## config.mk

```make
export PLATFORM = sky130hd
export DESIGN_NAME = hamming_secded_codec
export DESIGN_NICKNAME = d
export VERILOG_FILES = /design/src/rtl/hamming_pkg.sv /design/src/rtl/hamming_syndrome.sv /design/src/rtl/hamming_secded_codec.sv
export SDC_FILE = /design/constraint.sdc
export NUM_CORES = 1
export LEC_CHECK = 0
export CORE_MARGIN = 5
export CORE_UTILIZATION = 42
export DETAILED_ROUTE_END_ITERATION = 10
export PLACE_DENSITY = 0.76
export SYNTH_ARGS = -nofsm -noshare
export SYNTH_HDL_FRONTEND = slang
export SYNTH_SLANG_ARGS = --single-unit
```

## constraint.sdc

```tcl
create_clock -name clk -period 1.6 [get_ports clk]
set_clock_uncertainty 0.1 [all_clocks]
set_input_delay 0.4 -clock clk [delete_from_list [all_inputs] [get_ports clk]]
set_output_delay 0.4 -clock clk [all_outputs]
set_load 0.02 [all_outputs]
```

## src/rtl/hamming_pkg.sv

```systemverilog
// Shared constants and helper functions for the Hamming SECDED codec.
// Covers parity-width sizing, the mode encoding and the payload-to-position map.
package hamming_pkg;

    localparam logic ENC = 1'b0;
    localparam logic DEC = 1'b1;

    function automatic int calc_r(input int dw);
        int r;
        r = 0;
        for (int k = 7; k >= 1; k--) begin
            if ((1 << k) >= dw + k + 1) r = k;
        end
        return r;
    endfunction

    function automatic int code_w(input int dw);
        return dw + calc_r(dw) + 1;
    endfunction

    // Hamming position of the j-th payload slot; slot 0 carries the payload MSB.
    function automatic int data_pos(input int j);
        int p;
        int n;
        p = 0;
        n = 0;
        for (int q = 1; q < 128; q++) begin
            if ((q & (q - 1)) != 0) begin
                if (n == j) p = q;
                n++;
            end
        end
        return p;
    endfunction

endpackage

```

## src/rtl/hamming_syndrome.sv

```systemverilog
// Combinational syndrome and overall-parity generator.
// Used for both encode (parity slots zero) and decode (full codeword).
module hamming_syndrome
    import hamming_pkg::*;
#(
    parameter  int DATA_W = 8,
    localparam int R      = calc_r(DATA_W),
    localparam int CODE_W = DATA_W + R + 1
) (
    input  logic [CODE_W-1:0] i_word,
    output logic [R-1:0]      o_syn,
    output logic              o_q
);

    always_comb begin
        o_syn = '0;
        for (int p = 1; p < CODE_W; p++) begin
            if (i_word[CODE_W-p]) o_syn = o_syn ^ R'(p);
        end
    end

    assign o_q = ^i_word;

endmodule

```

## src/rtl/hamming_secded_codec.sv

```systemverilog
// Two-stage pipelined Hamming SECDED encoder/decoder with valid/ready flow.
// Define HAMMING_ERR_CNT_EN to build the saturating sec/ded error counters.
module hamming_secded_codec
    import hamming_pkg::*;
#(
    parameter  int DATA_W = 8,
    parameter  int CNT_W  = 16,
    localparam int R      = calc_r(DATA_W),
    localparam int CODE_W = DATA_W + R + 1
) (
    input  logic              clk,
    input  logic              rst_n,
    input  logic              in_valid,
    output logic              in_ready,
    input  logic              in_mode,
    input  logic [CODE_W-1:0] in_data,
    output logic              out_valid,
    input  logic              out_ready,
    output logic              out_mode,
    output logic [CODE_W-1:0] out_data,
    output logic [R-1:0]      out_syndrome,
    output logic              out_sec,
    output logic              out_ded,
    input  logic              cnt_clr,
    output logic [CNT_W-1:0]  sec_cnt,
    output logic [CNT_W-1:0]  ded_cnt
);

    logic              w_s1_load, w_s2_load;
    logic [CODE_W-1:0] w_enc_word, w_word;
    logic [R-1:0]      w_syn;
    logic              w_q;

    logic              r1_valid, r1_mode, r1_q;
    logic [CODE_W-1:0] r1_word;
    logic [R-1:0]      r1_syn;

    logic              r2_valid, r2_mode, r2_sec, r2_ded;
    logic [CODE_W-1:0] r2_data;
    logic [R-1:0]      r2_syn;

    logic [CODE_W-1:0] w_fix, w_res;
    logic [R-1:0]      w_syn_o;
    logic              w_hit, w_sec, w_ded;

    assign w_s2_load = !r2_valid || out_ready;
    assign w_s1_load = !r1_valid || w_s2_load;
    assign in_ready  = w_s1_load;

    always_comb begin
        w_enc_word = '0;
        for (int j = 0; j < DATA_W; j++) begin
            w_enc_word[CODE_W-data_pos(j)] = in_data[DATA_W-1-j];
        end
    end

    assign w_word = (in_mode == DEC) ? in_data : w_enc_word;

    hamming_syndrome #(.DATA_W(DATA_W)) u_syn (
        .i_word (w_word),
        .o_syn  (w_syn),
        .o_q    (w_q)
    );

    always_ff @(posedge clk or negedge rst_n) begin
        if (!rst_n) begin
            r1_valid <= 1'b0;
            r1_mode  <= ENC;
            r1_word  <= '0;
            r1_syn   <= '0;
            r1_q     <= 1'b0;
        end else if (w_s1_load) begin
            r1_valid <= in_valid;
            r1_mode  <= in_mode;
            r1_word  <= w_word;
            r1_syn   <= w_syn;
            r1_q     <= w_q;
        end
    end

    // Encode fills parity slots from the syndrome; decode corrects and extracts.
    always_comb begin
        w_fix   = r1_word;
        w_res   = '0;
        w_syn_o = '0;
        w_hit   = 1'b0;
        w_sec   = 1'b0;
        w_ded   = 1'b0;
        if (r1_mode == ENC) begin
            for (int k = 0; k < R; k++) begin
                w_fix[CODE_W-(1<<k)] = r1_syn[k];
            end
            w_fix[0] = r1_q ^ (^r1_syn);
            w_res    = w_fix;
        end else begin
            w_syn_o = r1_syn;
            for (int p = 1; p < CODE_W; p++) begin
                if (r1_syn == R'(p)) w_hit = 1'b1;
            end
            if (r1_q) begin
                if (r1_syn == '0) begin
                    w_sec    = 1'b1;
                    w_fix[0] = ~w_fix[0];
                end else if (w_hit) begin
                    w_sec = 1'b1;
                    for (int p = 1; p < CODE_W; p++) begin
                        if (r1_syn == R'(p)) w_fix[CODE_W-p] = ~w_fix[CODE_W-p];
                    end
                end else begin
                    w_ded = 1'b1;
                end
            end else if (r1_syn != '0) begin
                w_ded = 1'b1;
            end
            for (int j = 0; j < DATA_W; j++) begin
                w_res[DATA_W-1-j] = w_fix[CODE_W-data_pos(j)];
            end
        end
    end

    always_ff @(posedge clk or negedge rst_n) begin
        if (!rst_n) begin
            r2_valid <= 1'b0;
            r2_mode  <= ENC;
            r2_data  <= '0;
            r2_syn   <= '0;
            r2_sec   <= 1'b0;
            r2_ded   <= 1'b0;
        end else if (w_s2_load) begin
            r2_valid <= r1_valid;
            r2_mode  <= r1_mode;
            r2_data  <= w_res;
            r2_syn   <= w_syn_o;
            r2_sec   <= w_sec;
            r2_ded   <= w_ded;
        end
    end

    assign out_valid    = r2_valid;
    assign out_mode     = r2_mode;
    assign out_data     = r2_data;
    assign out_syndrome = r2_syn;
    assign out_sec      = r2_sec;
    assign out_ded      = r2_ded;

`ifdef HAMMING_ERR_CNT_EN
    logic [CNT_W-1:0] r_sec_cnt, r_ded_cnt;
    logic             w_beat;

    assign w_beat = r2_valid && out_ready && (r2_mode == DEC);

    always_ff @(posedge clk or negedge rst_n) begin
        if (!rst_n) begin
            r_sec_cnt <= '0;
            r_ded_cnt <= '0;
        end else begin
            if (cnt_clr)
                r_sec_cnt <= '0;
            else if (w_beat && r2_sec && r_sec_cnt != '1)
                r_sec_cnt <= r_sec_cnt + CNT_W'(1);
            if (cnt_clr)
                r_ded_cnt <= '0;
            else if (w_beat && r2_ded && r_ded_cnt != '1)
                r_ded_cnt <= r_ded_cnt + CNT_W'(1);
        end
    end

    assign sec_cnt = r_sec_cnt;
    assign ded_cnt = r_ded_cnt;
`else
    logic w_unused_clr;
    assign w_unused_clr = cnt_clr;
    assign sec_cnt      = '0;
    assign ded_cnt      = '0;
`endif

endmodule

```

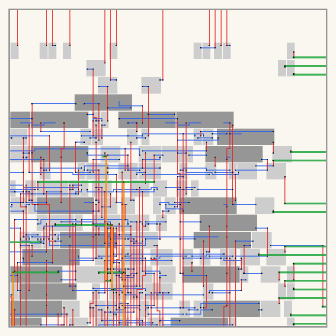
Fig. 1. Layout detail (run 1).
Window x 34 to 84, y 34 to 84 microns. Cells in grey, sequential cells in the stronger grey; small squares are vias.
- green: met3
- blue: met1
- red: met2
- orange: met4
- sequential cells in the window: 20
- cells with their middle in the window: 131
- netlist names of flops here include: out_data (10), r1_word (7)
- most frequent: dfrtp_1 (20), conb_1 (17), nand2_1 (14)

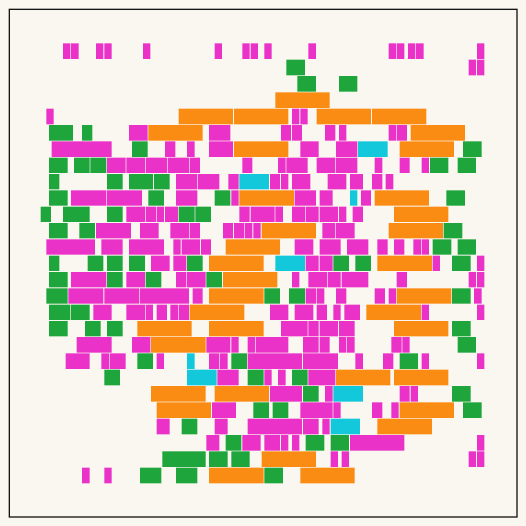
Fig. 2. Placed cells, one colour a class (run 1).
Scale: 6 px per micron.
- magenta: all other logic (cells 198)
- orange: flip-flops (cells 36)
- cyan: clock drivers and dummy loads (cells 8)
- green: other buffers and delay cells (cells 74)
Final Cell Area: 0.00309 sq mm
core area: 0.00544 sq mm
flop share of the area: 29.2%
row cnt: 27

==> reports/metrics.yaml, run 1 <==
startpoint: "r1_syn[0]"
yosys.area_share.simple_pct: 11.7
pg_clk_uw: 643
r2r_slack_ps: 30
p_switching_mw: 1.34
place_ws_ps: -600
synth.distinct_cells: 29
ys_cells: 248
arrival_ps: 1630
insertion_delay_ps: 280
powerDensity_mw_per_mm2: 1150
switching_share_pct: 37.6
hp-class: "flip-flop to flip-flop"
sequentialPower_mw: 1.27
crit_slowest_cell: "dfrtp_1"
die_x_microns: 84.4
yosys-stat-area_sq_mm: 0.00232
grt.overflow.total: 0
fp.dieH_microns: 84.4
htree_levels: 2
synthCells: 248
period_needed_ps: 1570
topCellsByArea: "dfrtp_1 39%, buf_4 10%, xnor2_1 8.3%"
ys_top_logic_family: "XOR/XNOR gates"
period_used_pct: 97.9
layout_top_cell: "dfrtp_1"
holdPathStages: 2
syn_to_final_growth_pct: 33.0
holdWs_ps: 369
min_from: "out_data[12]"
p_leak_nw: 1.50
setup-violations-final: 0
cts_root_buffer: "clkbuf_8"
status: "finished, final reports clean"
min_to: "out_data[12]"
p_total_mw: 3.55
route.detailed.drc: 0
r2r_cells: 7
setup_ws_ps: 33.2
ys_sh_xor_pct: 13.9
layout.nets: 342
fillers: 498
met2_usage_pct: 21.9
maxCapViolCount: 0
regArea_sq_um: 901
layout_top_cells: "36 x dfrtp_1, 34 x buf_4, 32 x conb_1"
yosysWarnings: 0
antenna_cells: 0
p_seq_share_pct: 35.8
pg_comb_mw: 1.64
critPathLaunchType: "flip-flop"
clk_path_buf_depth: 2
required_ps: 1660
grt_usage_pct: 13.1
pwr-share-comb_pct: 46.1
ios: 73
cts_tree: "yes"
synthMuxAreaShare_pct: 7.97
grt_first_pass_wirelength_mm: 7.55
ys_sh_adder_pct: 4.31
path_class: "flip-flop to flip-flop"
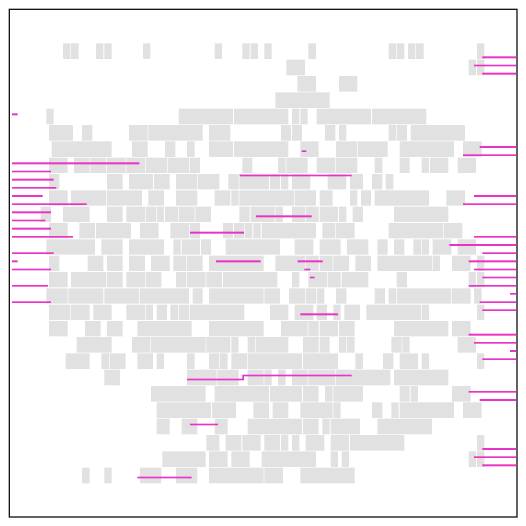
Fig. 3. Met3 routing (run 1).
Scale: 6 px per micron. Cells faint in the background.
- main direction: horizontal
- nets with wire on the layer: 48
- share of all routed wire: 7.7%
final wirelength: 4.76 mm
GR Util met3: 3.63%
routed via count: 1,725

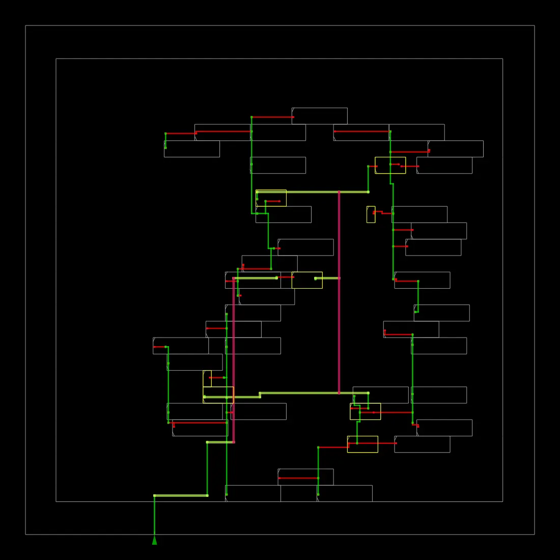
Fig. 4. The clock network (run 1).
TritonCTS Buffers: 5
Flop Count: 36
Sink Count: 36
clock buffer count: 8

[run 1: critical path, delay by kind of cell (launching register included)]
family	cells	cell delay [ps]
flops	1	390
xor+xnor	2	330
compound gates	2	220
simple gates	1	70
fa+ha+maj	1	280
buf+inv	1	60
[run 1: layout make-up]
type	count	area share, %
Tap cell	72	2.92
Sequential cell	36	29.2
Inverter	5	0.608
Multi-Input combinational cell	193	44.5
Timing Repair Buffer	74	19.9
Clock buffer	8	2.92
[run 1: synth_stat cells]
cell type and n:
clkbuf_1 9, nand2_1 28, inv_1 5, buf_2 2, nor2_1 14, xor2_1 8
nand3_1 1, mux2i_1 14, or2_1 1, nor3_1 2, conb_1 1, nor2b_1 3
nand4_1 6, a211oi_1 1, mux2_1 1, o21ai_1 17, a21o_1 1, buf_1 2
mux2_2 3, ha_1 8, nand2b_1 3, xnor2_1 22, a21oi_1 18, nand4b_1 2
xnor3_1 2, dfrtp_1 36, buf_4 32, xnor2_2 1, o31ai_1 5
[run 1: through the flow]
| stage | instances | utilization (%) | setup TNS, ps | cell area [sq um] |
|---|---|---|---|---|
| 6_report | 388 | 56.8 | 0 | 3090 |
| 5_1_grt | 388 | 56.8 | -198 | 3090 |
| 4_1_cts | 387 | 55.0 | -57.7 | 2990 |
| 3_5_place_dp | 377 | 53.3 | -7530 | 2900 |
| 3_3_place_gp | 377 | 53.3 | -6780 | 2900 |
| 2_1_floorplan | 279 | - | -12.2 | 2460 |
[run 1: what timing repair did]
action,in CTS,in global routing
pin swaps,16,9
setup endpoints to repair,35,13
resized,52,28
hold buffers,0,0
gates cloned,0,0
buffers inserted,2,1
[run 1: per-layer routing]
metal  part of all wire, %  routed length (microns)
met1                    42                     2000
met2                    48                     2310
met3                   7.7                      366
met4                   1.9                       90
met5                     0                        0
==> run 2, diff against run 1 <==
- CAP_MARGIN: default -> 10
- CORE_UTILIZATION: 42 -> 45
- PLACE_DENSITY: 0.76 -> 0.78
- SETUP_SLACK_MARGIN: default -> 0.5
- clock period: 1.6 -> 1.73 ns (I/O delays scaled with it)
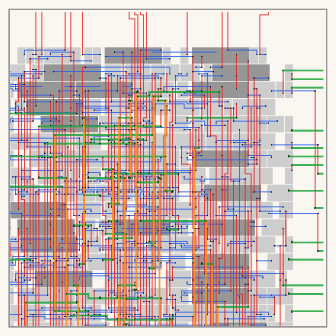
Fig. 5. Layout detail (run 2).
Window x 32 to 82, y 32 to 82 microns. Cells in grey, sequential cells in the stronger grey; small squares are vias.
- orange: met4
- green: met3
- red: met2
- blue: met1
- most frequent: dfrtp_1 (20), conb_1 (19), buf_6 (18)
- cells with their middle in the window: 153
- sequential cells in the window: 20
- netlist names of flops here include: out_data (9), r1_word (7)

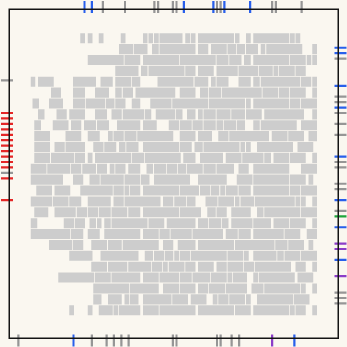
Fig. 6. Ports around the boundary (run 2).
Scale: 4 px per micron. Pins as bars across the die edge, other pins in grey.
- green: out_sec (pins 1; direction output; edge east)
- blue: ded_cnt (pins 16; direction output; edge 8 east, 6 north, 2 south)
- purple: out_syndrome (pins 4; direction output; edge 3 east, 1 south)
- red: in_data (pins 13; direction input; edge west)
- all pins by edge: 26 east, 17 north, 15 south, 15 west
Die X: 81.9 microns
chip height: 81.9 microns
port bufs: 39

==> reports/metrics.yaml, run 2 <==
status: "finished with violations"
violations: "negative setup slack"
crit_slowest_cell: "dfrtp_1"
maxCapViolCount: 0  # unchanged
setup-violations-final: 1  # +1
top_area_share_pct: 38.8
instances_no_fill: 439  # +13%
layout.nets: 397  # +16%
yosysWarnings: 0  # unchanged
common_cells: "36 x dfrtp_1, 32 x buf_4, 28 x nand2_1"
use_met3_pct: 5.04  # +1.4 points
p_switching_mw: 1.76  # +32%
cts.sinks: 36  # unchanged
first_pass_iters: 4
cts_buffers: 5  # unchanged
p_total_mw: 4.34  # +22%
crit_family: "flip-flops"
synthFlopType: "dfrtp_1"
fin_area_sq_mm: 0.00421  # +36%
cp_max_fo: 3
design.core.area_sq_mm: 0.00507  # -6.7%
ys_async_sr_fraction_pct: 100  # unchanged
grt_first_pass_wirelength_mm: 11.1  # +48%
power_frac_clock_pct: 13.2
cp-end-kind: "flip-flop"
met1_length_mm: 2.96  # +48%
synthCells: 248  # unchanged
setup_tns_ps: -15.7  # -15.7 ps
period_used_pct: 101  # +3.0 points
hpwlAfterDp_mm: 3.73
powerDensity_mw_per_mm2: 1030  # -10%
holdWs_ps: 403  # +34.8 ps
top_layer_used: "met4"
cts.clk_slew.worst_paths_ps: 70
busiest_layer: "met2"
dp_cells: 375  # -0.53%
place_ws_ps: -562  # +38.5 ps
intPower_mw: 2.58
fin_util_pct: 83.0  # +26 points
synth.distinct_cells: 29  # unchanged
ios: 73  # unchanged
synth_top_cell_by_count: "dfrtp_1"
edf_count: 0  # unchanged
insertion_delay_ps: 300  # +20 ps
wire_per_inst_microns: 19.7
yosys-stat-area_sq_mm: 0.00232  # unchanged
period_needed_ps: 1750  # +179 ps
hold_viol: 0
max_stage_delay_ps: 410
route.detailed.drc: 0  # unchanged
cts_root_buffer: "clkbuf_8"
syn_to_final_growth_pct: 81.2
ant_nets: 0
vias: 2323  # +35%
p_leak_nw: 2.02  # +34%
antenna_cells: 0  # unchanged
met2_usage_pct: 42.8  # +21 points
routed_wl_mm: 8.64  # +82%
grt_pass1_vias: 2206
cts_hold_buf: 0  # unchanged
grt_usage_pct: 22.6  # +9.5 points
dr_wl_met3_microns: 588  # +61%
dr_wl_met2_mm: 4.54  # +97%
p_seq_share_pct: 29.2  # -6.6 points
topCellsByArea: "dfrtp_1 39%, buf_4 10%, xnor2_1 8.3%"
setup_ws_ps: -15.7  # -48.9 ps
critPathLaunchType: "flip-flop"
vdd_drop_max_mv: 0.576
cts_tree: "yes"
gp_congestion: 0.785
path_class: "flip-flop to flip-flop"
post-synth-top-area-cell: "dfrtp_1"
required_ps: 1810  # +150 ps
syn_area_sq_mm: 0.00232
rsz0062_at_grt: "yes"
drive_above_1_share_pct: 56.4
arrival_ps: 1820  # +190 ps
grt.overflow.total: 0  # unchanged
via_per_inst: 5.29
largest_register_ffs: 13
pwr-share-comb_pct: 57.7  # +12 points
hp-class: "input pin to asynchronous set/reset pin"
fp-utilization_pct: 45.8
warnings: 36
crit_buf_inv: 1  # unchanged
clk_path_buf_depth: 2  # unchanged
switching_share_pct: 40.6  # +3.0 points
placed_area_sq_mm: 0.00299  # +3.2%
htree_levels: 2  # unchanged
drt_iter0_markers: 161
ys_cells: 248  # unchanged
layout_top_cells: "51 x buf_6, 51 x buf_4, 35 x dfrtp_1"
row_count: 26  # -3.7%
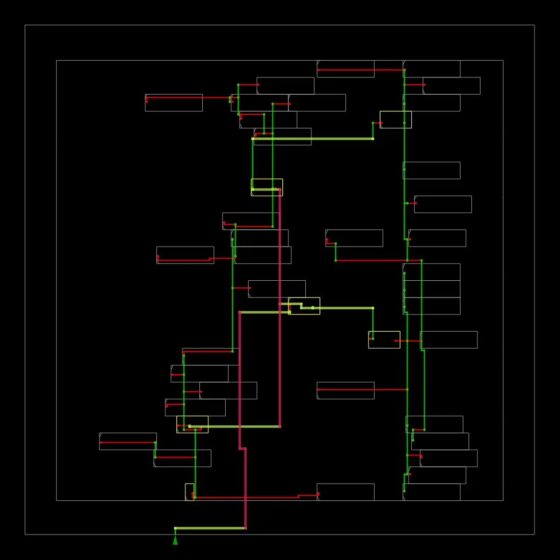
Fig. 7. The clock network (run 2).
clock buffer count: 6
clk pwr: 572 uW

## run 2: cell counts after synthesis
Identical to the previous run, type by type.
## run 2: worst register-to-register path, delay by kind of cell, from the launching register on
kind,cells,cell delay (ps)
adders and majority gates,1,220
buffers and inverters,1,120
xor gates and xnor gates,2,400
DFF,1,410
and+or+nand+nor,1,100
AOI/OAI and AO/OA,2,280
## run 2: layout make-up
cell class	instances	area, sq um
inverters	5	21.3
clock buffers	6	72.6
repair buffers	129	1420
well taps	70	87.6
flip-flops and latches	36	902
multi-input cells	193	1710
fillers	240	865
## run 2: power by group through the flow
| stage | clock [mW] | sequential [mW] | combinational (mW) |
|---|---|---|---|
| finish | 0.572 | 1.27 | 2.50 |
| global route | 0.625 | 1.28 | 2.63 |
| CTS | 0.552 | 1.21 | 1.95 |
| detailed placement | 0 | 1.20 | 1.51 |
| global placement | 0 | 1.19 | 1.47 |
| floorplan | 0 | 1.31 | 0.906 |
## run 2: logic make-up after synthesis
logic type,count (synthesis),share of synthesized area (%)
AND/OR/NAND/NOR,60,11.7
XOR/XNOR,33,13.9
AND-OR/OR-AND,42,9.80
flip-flops,36,38.8
multiplexers,18,7.97
other,1,0.161
buffers and inverters,50,13.4
adder cells (fa/ha/maj),8,4.31
## run 2: worst paths after layout
kind,from,end,slack [ps],depth (start not counted)
worst max-delay path,r1_syn[0],out_data[0],-20,7
worst min-delay path,rst_n,r1_syn[0],400,2
worst max register to register,r1_syn[0],out_data[0],-20,7
worst min register to register,out_data[5],out_data[5],440,2
max in group asynchronous,rst_n,out_syndrome[0],920,2
min in group clk,out_data[5],out_data[5],440,2
## run 2: repair_timing
item | 4_1_cts | 5_1_grt
setup buffers | 28 | 22
endpoints found under the hold margin | 0 | 0
gates cloned | 7 | 1
pin swaps | 38 | 29
resized | 262 | 61
setup endpoints to repair | 58 | 57
==> run 3, diff against run 2 <==
- CORE_ASPECT_RATIO: default -> 1.4
- CTS_BUF_LIST: default -> sky130_fd_sc_hd__clkbuf_4 sky130_fd_sc_hd__clkbuf_8
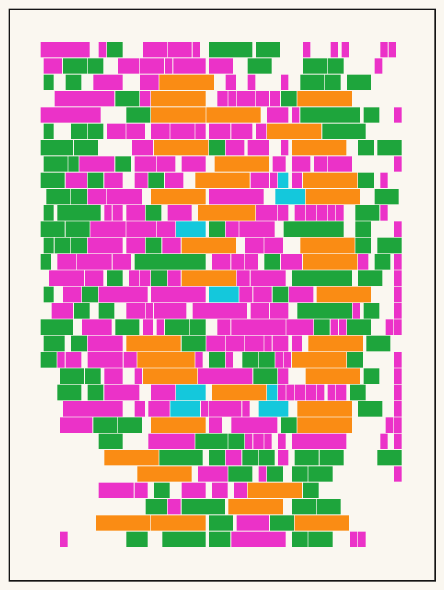
Fig. 8. Placed cells, one colour a class (run 3).
Scale: 6 px per micron.
- orange: flip-flops (cells 36)
- magenta: all other logic (cells 198)
- cyan: clock drivers and dummy loads (cells 8)
- green: other buffers and delay cells (cells 120)

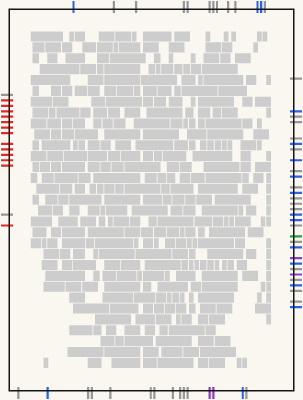
Fig. 9. Ports around the boundary (run 3).
Scale: 4 px per micron. Pins as bars across the die edge, other pins in grey.
- green: out_sec (pins 1; direction output; edge east)
- purple: out_syndrome (pins 4; direction output; edge 2 south, 2 east)
- blue: ded_cnt (pins 16; direction output; edge 11 east, 3 north, 2 south)
- red: in_data (pins 13; direction input; edge west)
- all pins by edge: 30 east, 15 south, 15 west, 13 north

==> reports/metrics.yaml, run 3 <==
intPower_mw: 2.54  # -1.6%
maxCapViolCount: 0  # unchanged
die_x_microns: 70.7  # -14%
syn_to_final_growth_pct: 73.0
grt_usage_pct: 19.1  # -3.5 points
period_used_pct: 97.5  # -3.4 points
clk_path_buf_depth: 2  # unchanged
cts.clk_slew.worst_paths_ps: 70  # about the same
largest_register_ffs: 13  # unchanged
layout_top_cells: "54 x buf_4, 40 x buf_6, 34 x dfrtp_1"
maxPowerGroup: "combinational cells"
powerDensity_mw_per_mm2: 1020  # -0.59%
r2r_slack_ps: 40  # +60 ps
sequentialPower_mw: 1.25  # about the same
via_per_inst: 5.01  # -5.3%
hpwlAfterDp_mm: 3.77  # +1.2%
rr_endpoint: "out_data[0]"
r2r_cells: 7  # unchanged
power_frac_clock_pct: 14.6  # +1.4 points
htree_levels: 2  # unchanged
cp_max_fo: 3  # unchanged
cts_tree: "yes"
p_total_mw: 4.12  # -5.1%
required_ps: 1790  # -20 ps
cp-end-kind: "flip-flop"
row_count: 31  # +19%
drive_above_1_share_pct: 52.2  # -4.2 points
vdd_drop_max_mv: 0.495  # -14%
antenna_cells: 0  # unchanged
grt_pass1_vias: 2021  # -8.4%
grt.overflow.total: 0  # unchanged
cts_buffers: 5  # unchanged
switching_share_pct: 38.5  # -2.2 points
synth_top_cell_by_count: "dfrtp_1"
ys_cells: 248  # unchanged
syn_area_sq_mm: 0.00232  # unchanged
layout.nets: 388  # -2.3%
r2r-start: "r1_syn[2]"
pg_clk_uw: 600  # +4.9%
place_ws_ps: -558  # +4.00 ps
post-synth-top-area-cell: "dfrtp_1"
pg_comb_mw: 2.27  # -9.2%
instances_no_fill: 428  # -2.5%
synthCells: 248  # unchanged
p_switching_mw: 1.58  # -10%
hp-class: "input pin to asynchronous set/reset pin"
ios: 73  # unchanged
fp-utilization_pct: 45.7  # -0.056 points
route.detailed.drc: 0  # unchanged
common_cells: "36 x dfrtp_1, 32 x buf_4, 28 x nand2_1"
warnings: 36  # unchanged
rsz0062_at_grt: "yes"
vias: 2145  # -7.7%
yosysWarnings: 0  # unchanged
design.core.area_sq_mm: 0.00508  # +0.12%
pwr-share-comb_pct: 55.1  # -2.6 points
ant_nets: 0  # unchanged
gp_congestion: 0.836  # +6.5%
arrival_ps: 1750  # -70 ps
status: "finished, final reports clean"
first_pass_iters: 4  # unchanged
synth.distinct_cells: 29  # unchanged
fillers: 301  # +25%
edf_count: 0  # unchanged
hold_viol: 0  # unchanged
topCellsByArea: "dfrtp_1 39%, buf_4 10%, xnor2_1 8.3%"
grt_first_pass_wirelength_mm: 9.98  # -10%
ys_async_sr_fraction_pct: 100  # unchanged
placed_area_sq_mm: 0.00296  # -0.92%
p_leak_nw: 1.90  # -5.9%
path_class: "flip-flop to flip-flop"
crit_slowest_cell: "dfrtp_2"
routed_wl_mm: 7.44  # -14%
setup-violations-final: 0  # -1
yosys-stat-area_sq_mm: 0.00232  # unchanged
wire_per_inst_microns: 17.4  # -12%
insertion_delay_ps: 290  # about the same
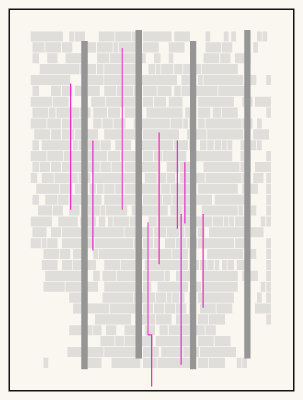
Fig. 10. Signal wires on met4 (run 3).
Scale: 4 px per micron. Supply wires on this layer in grey. Cells faint in the background.
- longest straight run: 40.1 microns
- nets with wire on the layer: 9
- wire length on this layer: 270 microns
- main direction: vertical
- share of all routed wire: 3.6%

-- run 3: cell counts after synthesis --
No cell type changed its count.
-- run 3: how the worst max path moves through the flow --
stage,from,to,slack (ps),cells past startpoint
global route,r1_syn[2],out_data[0],-10,7
floorplan,in_data[7],r1_q,90,5
finish,r1_syn[2],out_data[0],40,7
CTS,in_data[8],r1_q,7,6
global placement,in_data[7],r1_q,-500,6
detailed placement,in_data[7],r1_q,-560,6
-- run 3: kinds of logic after synthesis --
kind of cell / Yosys count / share of synthesized area [%]
XOR/XNOR: 33 / 13.9
flip-flops: 36 / 38.8
multiplexers: 18 / 7.97
other: 1 / 0.161
AND-OR/OR-AND: 42 / 9.80
adder cells (fa/ha/maj): 8 / 4.31
AND/OR/NAND/NOR: 60 / 11.7
buffers and inverters: 50 / 13.4
-- run 3: critical path: cells and delay by family (launching register included) --
family	cells	cell delay [ps]
buf+inv	1	100
flops	1	430
fa+ha+maj	1	210
compound gates	2	260
simple gates	1	100
xor+xnor	2	350
-- run 3: timing repair --
| action | 4_1_cts | 5_1_grt |
|---|---|---|
| endpoints found under the setup margin | 58 | 53 |
| buffers inserted | 26 | 21 |
| gates resized | 248 | 39 |
| pin swaps | 32 | 31 |
| gates cloned | 4 | 1 |
-- run 3: routing by layer --
| metal | GRT usage [%] | part of all wire [%] | vias to the layer above |
|---|---|---|---|
| met5 | 0 | 0 | - |
| met4 | 8.62 | 3.6 | 0 |
| met3 | 2.53 | 5.2 | 20 |
| met2 | 39.1 | 57 | 92 |
| met1 | 18.5 | 34 | 1047 |
| li1 | - | - | 986 |
-- run 3: final cells by class --
type | instances | area share, %
well taps | 66 | 2.05
clock buffers | 6 | 2.05
clock inverters | 2 | 0.249
multi-input cells | 193 | 41.5
repair buffers | 120 | 31.0
inverters | 5 | 0.591
flip-flops and latches | 36 | 22.5
Power figures rest on the tool's default switching activity, not on a simulated workload.
